`src/rtl/dac_sample_pacer.sv`:
```
// dac_sample_pacer: FIFO-buffered sample pacer for a parallel ladder DAC.
// Ports: clk, rst_n, enable, s_valid/s_data/s_ready in, clr_underflow,
// dac_out, dac_strobe, underflow, level.
module dac_sample_pacer #(
    parameter int DATA_W      = 10,
    parameter int DEPTH       = 8,
    parameter int TICK_DIV    = 24,
    parameter int PRIME_LEVEL = 4,
    parameter int MIDSCALE    = 512
) (
    input  logic                     clk,
    input  logic                     rst_n,
    input  logic                     enable,
    input  logic                     s_valid,
    input  logic [DATA_W-1:0]        s_data,
    output logic                     s_ready,
    input  logic                     clr_underflow,
    output logic [DATA_W-1:0]        dac_out,
    output logic                     dac_strobe,
    output logic                     underflow,
    output logic [$clog2(DEPTH):0]   level
);

    localparam int AW = $clog2(DEPTH);
    localparam int LW = AW + 1;
    localparam int CW = $clog2(TICK_DIV);

    localparam logic [LW-1:0]     DEPTH_L = LW'(DEPTH);
    localparam logic [LW-1:0]     PRIME_L = LW'(PRIME_LEVEL);
    localparam logic [CW-1:0]     CNT_MAX = CW'(TICK_DIV - 1);
    localparam logic [DATA_W-1:0] MID     = DATA_W'(MIDSCALE);

    typedef enum logic [1:0] {
        IDLE,
        PRIME,
        RUN
    } state_t;

    state_t            state;
    logic [CW-1:0]     cnt;
    logic [AW-1:0]     wptr;
    logic [AW-1:0]     rptr;
    logic [DATA_W-1:0] mem [DEPTH];

    logic push;
    logic pop;
    logic tick;
    logic empty;

    // Ready comes from the registered level only, so a full FIFO
    // refuses a write even on a cycle that pops.
    assign s_ready = (level != DEPTH_L);
    assign empty   = (level == '0);
    assign push    = s_valid && s_ready;
    assign tick    = (state == RUN) && (cnt == CNT_MAX);
    assign pop     = tick && !empty;

    always_ff @(posedge clk) begin
        if (push) begin
            mem[wptr] <= s_data;
        end
    end

    always_ff @(posedge clk or negedge rst_n) begin
        if (!rst_n) begin
            wptr  <= '0;
            rptr  <= '0;
            level <= '0;
        end else begin
            if (push) begin
                wptr <= wptr + 1'b1;
            end
            if (pop) begin
                rptr <= rptr + 1'b1;
            end
            if (push && !pop) begin
                level <= level + 1'b1;
            end else if (pop && !push) begin
                level <= level - 1'b1;
            end
        end
    end

    always_ff @(posedge clk or negedge rst_n) begin
        if (!rst_n) begin
            state      <= IDLE;
            cnt        <= '0;
            dac_out    <= MID;
            dac_strobe <= 1'b0;
            underflow  <= 1'b0;
        end else begin
            if (!enable) begin
                state <= IDLE;
                cnt   <= '0;
            end else begin
                unique case (state)
                    IDLE: begin
                        state <= PRIME;
                        cnt   <= '0;
                    end
                    PRIME: begin
                        cnt <= '0;
                        if (level >= PRIME_L) begin
                            state <= RUN;
                        end
                    end
                    RUN: begin
                        cnt <= tick ? '0 : cnt + 1'b1;
                    end
                    default: begin
                        state <= IDLE;
                        cnt   <= '0;
                    end
                endcase
            end

            dac_strobe <= pop;
            if (pop) begin
                dac_out <= mem[rptr];
            end

            // A starved tick wins over a clear arriving the same cycle.
            if (tick && empty) begin
                underflow <= 1'b1;
            end else if (clr_underflow) begin
                underflow <= 1'b0;
            end
        end
    end

endmodule

```
`config.mk`:
```
export PLATFORM = sky130hd
export DESIGN_NAME = dac_sample_pacer
export DESIGN_NICKNAME = d
export VERILOG_FILES = /design/src/rtl/dac_sample_pacer.sv
export SDC_FILE = /design/constraint.sdc
export NUM_CORES = 1
export LEC_CHECK = 0
export ABC_AREA = 1
export CAP_MARGIN = 20
export CORE_MARGIN = 5
export CORE_UTILIZATION = 58
export CTS_CLUSTER_DIAMETER = 50
export DETAILED_ROUTE_END_ITERATION = 8
export HOLD_SLACK_MARGIN = 0.05
export PLACE_DENSITY = 0.79
export SYNTH_ARGS = -nofsm -noshare
export SYNTH_HDL_FRONTEND = slang
export SYNTH_SLANG_ARGS = --single-unit
```
`constraint.sdc`:
```
create_clock -name clk -period 2.8 [get_ports clk]
set_clock_uncertainty 0.05 [all_clocks]
set_input_delay 0.56 -clock clk [delete_from_list [all_inputs] [get_ports clk]]
set_output_delay 0.56 -clock clk [all_outputs]
set_load 0.01 [all_outputs]
```
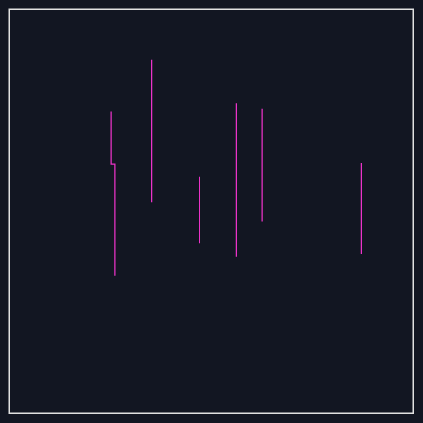
**Above:** run 1 (metal 4).
Drawn at 4 px/um.
main direction	vertical
share of all routed wire	2.0%
longest straight run	38.1 um
wire length on this layer	182 um

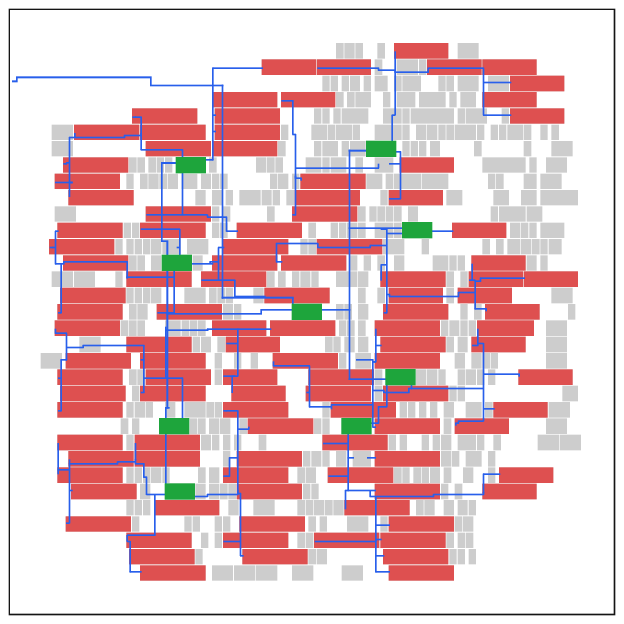
**Above:** run 1 (routed clock nets over the placement).
Drawn at 6 px/um.
[clock drivers] green | count: 9
[clock wires] blue | length: 1040 um
[flip-flops] red | count: 109
flops lie	all over the die
routed clock nets	10

==> flow_summary.yaml, run 1 <==
# physical design summary
power:
  p_int_mw: 2.577
  power.density_nw_per_um2: 674.9
  power_mw: 3.642
  power.leakage_nw: 2.390
  p_clk_share_pct: 23.8
  switching_power_mw: 1.065
  peakVddDrop_uv: 307.0
  p_sw_share_pct: 29.25
  pwr-share-comb_pct: 19.3
routing:
  drc: 0
  antenna_left: 0
  drt_first_pass_iters: 5
  route.detailed.vias_per_inst: 5.189
  vias: 3181
  wl_um: 9322
  drt_iter0_markers: 187
floorplan:
  std_cell_rows: 33
  die-width_um: 100.6
layout:
  fillers: 626
  diodes: 0
  fin_cells: 613
  nNetsFinal: 525
cts:
  root_buffer: "clkbuf_8"
  cts.clk_slew.worst_paths_ns: 0.10
  holdBufCountCts: 0
  cts.sinks: 109
  clockBufferDepth: 2
  numCtsBuffers: 9
  cts.htree.levels: 3
yosys:
  synth_flops: 109
  syn_inst: 464
  avgSynthCellArea_um2: 10.27
  edf_count: 80
  ys_cells: 464
  ys_area_um2: 4765
  yosysUniqueCellTypes: 31
critical_path:
  crit_required_ns: 3.01
  worstSetupEndpointType: "register"
final_timing:
  finalSetupTns_ns: 0
  finalClockPeriodUsage_pct: 86.81
  max_slew_margin_pct: 48.81
  holdWs_ns: 0.4260
  tightest_slew_ns: 0.7669
job:
  maxCapViolCount: 0
global_route:
  first_global_vias: 3038
outcome:
  status: "finished clean"
place:
  dp_cells: 597
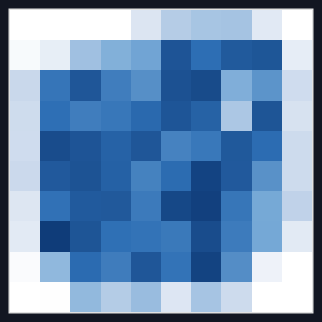
**Above:** run 1 (cell area per tile).
Drawn at 3 px/um. 10 x 10 tiles, from white (low) to dark blue (high), 0 to 100% covered.
mean over tiles	52%
tiles over 75% full	33%
densest ninth of the die	centre
fullest tile	95%
nearly empty tiles	10%

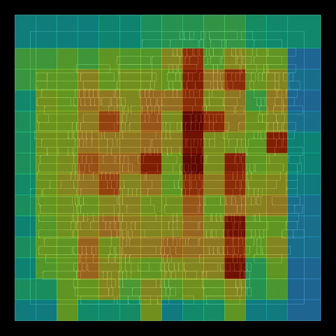
**Above:** run 1 (routing congestion).
Final Core Density: 66.68%
M3 GR Usage: 3.737%
Total GRT Usage: 19.39%
drt wl/cell: 15.21 um

[run 1: registers in the layout, summed over array words and instances, names as in the netlist]
signal and count:
cnt 5, dac_out 10, dac_strobe 1, level 4, mem 80, rptr 3
state 2, underflow 1, wptr 3
[run 1: power groups by stage]
stage                     combinational, mW  clock [mW]  sequential, mW
after floorplan                       0.410           0            2.11
after detailed placement              0.705           0            2.11
final                                 0.703       0.865            2.07
after global routing                  0.785       0.959            2.10
after CTS                             0.712       0.885            2.07
after global placement                0.664           0            2.10
[run 1: worst max-delay path, stage by stage (launching register included)]
cell and delay, ns:
dfrtp_1 0.40, ha_1 0.21, nand2_2 0.08, nor2_4 0.13, nand3_4 0.12, nor2_8 0.10
inv_2 0.11, ha_1 0.23, inv_1 0.12, ha_1 0.28, a21oi_1 0.20, nand2_1 0.07
nand2_1 0.06, nand2_1 0.05, nand2_1 0.07, nand2_1 0.06
[run 1: cell usage after synthesis, types with 2 or more instances]
master | count | share of area, %
edfxtp_1 | 80 | 50
clkbuf_1 | 6 | 0.47
nand3_2 | 6 | 1.3
xnor2_1 | 3 | 0.55
nand3_1 | 60 | 6.3
dfrtp_1 | 28 | 15
nor2_1 | 16 | 1.3
ha_1 | 6 | 1.6
buf_1 | 2 | 0.16
nand2_1 | 151 | 12
a211oi_1 | 2 | 0.32
buf_2 | 7 | 0.74
o21ai_0 | 3 | 0.32
inv_1 | 77 | 6.1
[run 1: metal layers]
| metal | GRT usage [%] | vias up | share of wire [%] |
|---|---|---|---|
| met3 | 3.737 | 16 | 7.4 |
| met2 | 32.46 | 117 | 50 |
| li1 | - | 1557 | - |
| met5 | 0 | - | 0 |
| met1 | 24.10 | 1491 | 40 |
| met4 | 9.534 | 0 | 1.9 |
[run 1: worst paths after layout]
path / from / end / slack, ns / depth (start not counted)
setup / recovery: cnt[0] / level[3] / 0.37 / 15
hold / removal: dac_out[9] / dac_out[9] / 0.43 / 2
setup reg to reg: cnt[0] / level[3] / 0.37 / 15
hold reg to reg: dac_out[9] / dac_out[9] / 0.43 / 2
max in group asynchronous: rst_n / dac_out[9] / 1.88 / 2
min in group asynchronous: rst_n / dac_strobe / 0.52 / 2
[run 1: kinds of logic after synthesis]
| group | after synthesis | synth area share, % |
|---|---|---|
| XOR/XNOR | 4 | 0.7354 |
| AND-OR/OR-AND | 8 | 1.024 |
| flip-flops | 109 | 65.68 |
| adder cells (fa/ha/maj) | 7 | 1.996 |
| buffers and inverters | 95 | 8.167 |
| AND/OR/NAND/NOR | 241 | 22.40 |
[run 1: stage by stage]
step | area, um^2 | setup slack (ns)
2_1_floorplan | 4765 | 0.5039
5_1_grt | 5396 | 0.1664
4_1_cts | 5396 | 0.3576
3_3_place_gp | 5215 | 0.3803
6_report | 5396 | 0.3693
3_5_place_dp | 5215 | 0.3059
[run 1: cell type report]
| class | instances | share of cell area [%] |
|---|---|---|
| well taps | 105 | 2.434 |
| inverters | 78 | 5.425 |
| clock buffers | 9 | 2.295 |
| flip-flops and latches | 109 | 57.99 |
| repair buffers | 45 | 7.698 |
| multi-input cells | 260 | 23.09 |
| clock inverters | 7 | 1.067 |
**Run 1: power grid**

Drawn at 4 px/um. Pins as bars on the die edge.
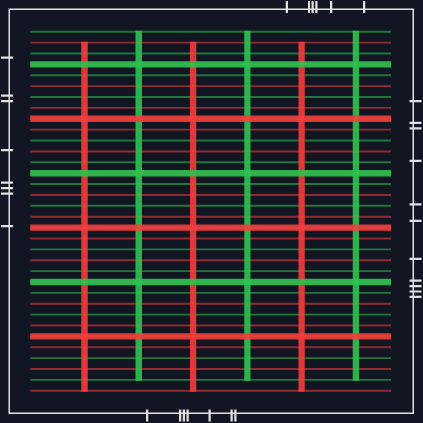

==> inputs of run 2 (changes only) <==
--- a/config.mk
+++ b/config.mk
@@ -13,6 +13,8 @@
 export DETAILED_ROUTE_END_ITERATION = 8
 export HOLD_SLACK_MARGIN = 0.05
 export PLACE_DENSITY = 0.79
+export RECOVER_POWER = 50
+export REMOVE_ABC_BUFFERS = 1
 export SYNTH_ARGS = -nofsm -noshare
 export SYNTH_HDL_FRONTEND = slang
 export SYNTH_SLANG_ARGS = --single-unit
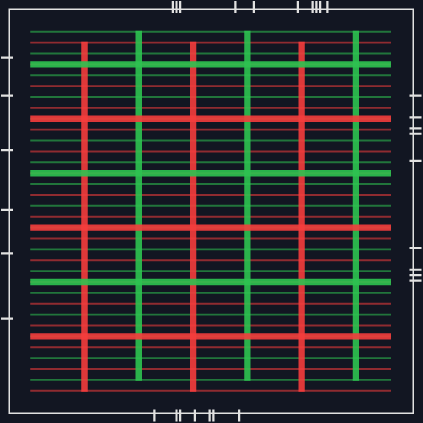
**Above:** run 2 (power grid).
Drawn at 4 px/um. Pins as bars on the die edge.
net	colour
VDD	green
VSS	red
rows	33
signal pins	32
met4 straps	6

==> flow_summary.yaml, run 2 <==
# physical design summary
critical_path:
  crit_required_ns: 3.00
  r2r_slack_ns: 0.29
  worstSetupEndpointType: "register"
  critPathSlowestCell: "dfrtp_1"
  crit_chain: "ha_1, nand2_2, nor2_4, nand3_4, nor2_8, inv_2, ha_1, inv_1, ha_1, a21oi_1, nand2_1, nand2_1, nand2_1, nand2_1, nand2_1"
yosys:
  topCellsByArea: "edfxtp_1 (50%), dfrtp_1 (15%), nand2_1 (12%)"
  yosys.area.top_type: "edfxtp_1"
  ys_cells: 464
  avgSynthCellArea_um2: 10.27
  most_common_cell: "nand2_1"
outcome:
  violations: "max-capacitance violations, max-slew violations"
  status: "finished, violations left"
final_timing:
  finalSetupTns_ns: 0
  tightest_slew_ns: 1.585
  maxSlewViolCount: 30
cts:
  cts.htree.levels: 3
  clockBufferDepth: 2
  numCtsBuffers: 9
  root_buffer: "clkbuf_8"
  cts.sinks: 109
  cts.clk_slew.worst_paths_ns: 0.09
layout:
  largest_reg_flops: 80
  stdcell_area_um2: 5415
  largestRegisters: "mem (80), dac_out (10), cnt (5)"
  nNetsFinal: 528
power:
  p_int_mw: 2.660
  p_sw_share_pct: 27.65
  power_mw: 3.677
  pwr-share-comb_pct: 19.3
routing:
  drt_iter0_markers: 158
  drc: 0
  route.detailed.vias_per_inst: 5.207
  vias: 3202
job:
  maxCapViolCount: 1
global_route:
  first_global_vias: 3044
  grt_use_total_pct: 19.23
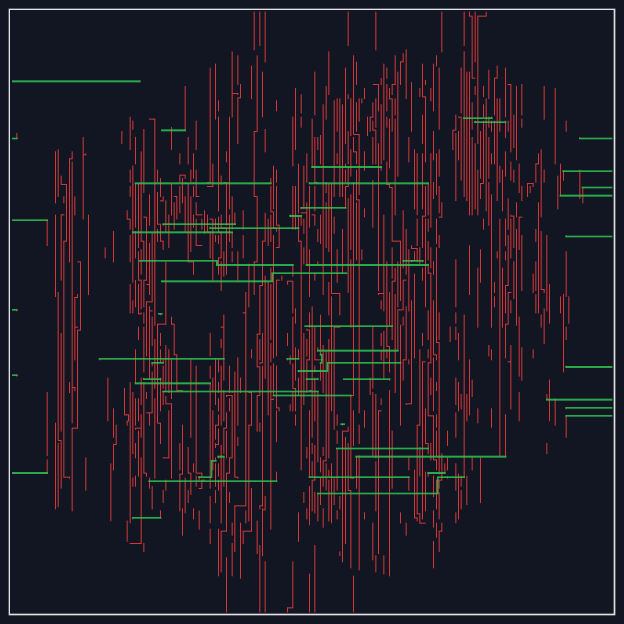
**Above:** run 2 (wiring by layer).
Drawn at 6 px/um. Only two layers are drawn.
layer	colour	wire length
metal 3	green	558 um
metal 2	red	4880 um

==> run 2: cell counts after synthesis <==
Identical to the previous run, type by type.
==> run 2: worst max-delay path, delay by kind of cell (launching register included) <==
| family | cells | cell delay (ns) |
|---|---|---|
| buffers and inverters | 2 | 0.25 |
| and+or+nand+nor | 9 | 0.74 |
| DFF | 1 | 0.40 |
| AOI/OAI and AO/OA | 1 | 0.24 |
| adders and majority gates | 3 | 0.74 |
==> run 2: final timing paths <==
path,to,cells after the start,startpoint
hold reg to reg,dac_out[9],2,dac_out[9]
max in group asynchronous,dac_out[3],2,rst_n
setup reg to reg,level[3],15,cnt[0]
setup / recovery,level[3],15,cnt[0]
min in group asynchronous,dac_out[2],2,rst_n
hold / removal,dac_out[9],2,dac_out[9]
==> run 2: power groups by stage <==
stage                     clock network (mW)  registers [mW]  logic [mW]
final                                  0.889            2.08       0.710
after CTS                              0.903            2.08       0.719
after global routing                   0.979            2.10       0.795
after floorplan                            0            2.11       0.410
after global placement                     0            2.10       0.678
after detailed placement                   0            2.11       0.715
==> run 2: kinds of logic after synthesis <==
family / Yosys count / synth area share, %
adder cells (fa/ha/maj): 7 / 1.996
AND/OR/NAND/NOR: 241 / 22.40
flip-flops: 109 / 65.68
XOR/XNOR: 4 / 0.7354
buffers and inverters: 95 / 8.167
AND-OR/OR-AND: 8 / 1.024
==> run 2: layout make-up <==
type | count | area (um^2)
Clock buffer | 11 | 131.4
Clock inverter | 4 | 50.05
Fill cell | 600 | 2678
Inverter | 78 | 292.8
Multi-Input combinational cell | 260 | 1246
Sequential cell | 109 | 3129
Tap cell | 105 | 131.4
Timing Repair Buffer | 48 | 434.2
==> run 2: per-layer routing <==
metal / share of wire [%] / GRT usage, %
met1: 39 / 23.66
met5: 0 / 0
met3: 6.1 / 3.045
met2: 53 / 34.73
met4: 1.1 / 5.803
==> run 2: per-stage QoR <==
stage,utilization [%],instances,hold WS [ns]
detailed placement,64.72,600,0.4088
floorplan,-,447,0.2144
global route,66.91,615,0.4361
CTS,66.96,615,0.4240
finish,66.91,615,0.4212
global placement,64.72,600,0.4067
No activity file was given, so power comes from the tool's default toggle rates.
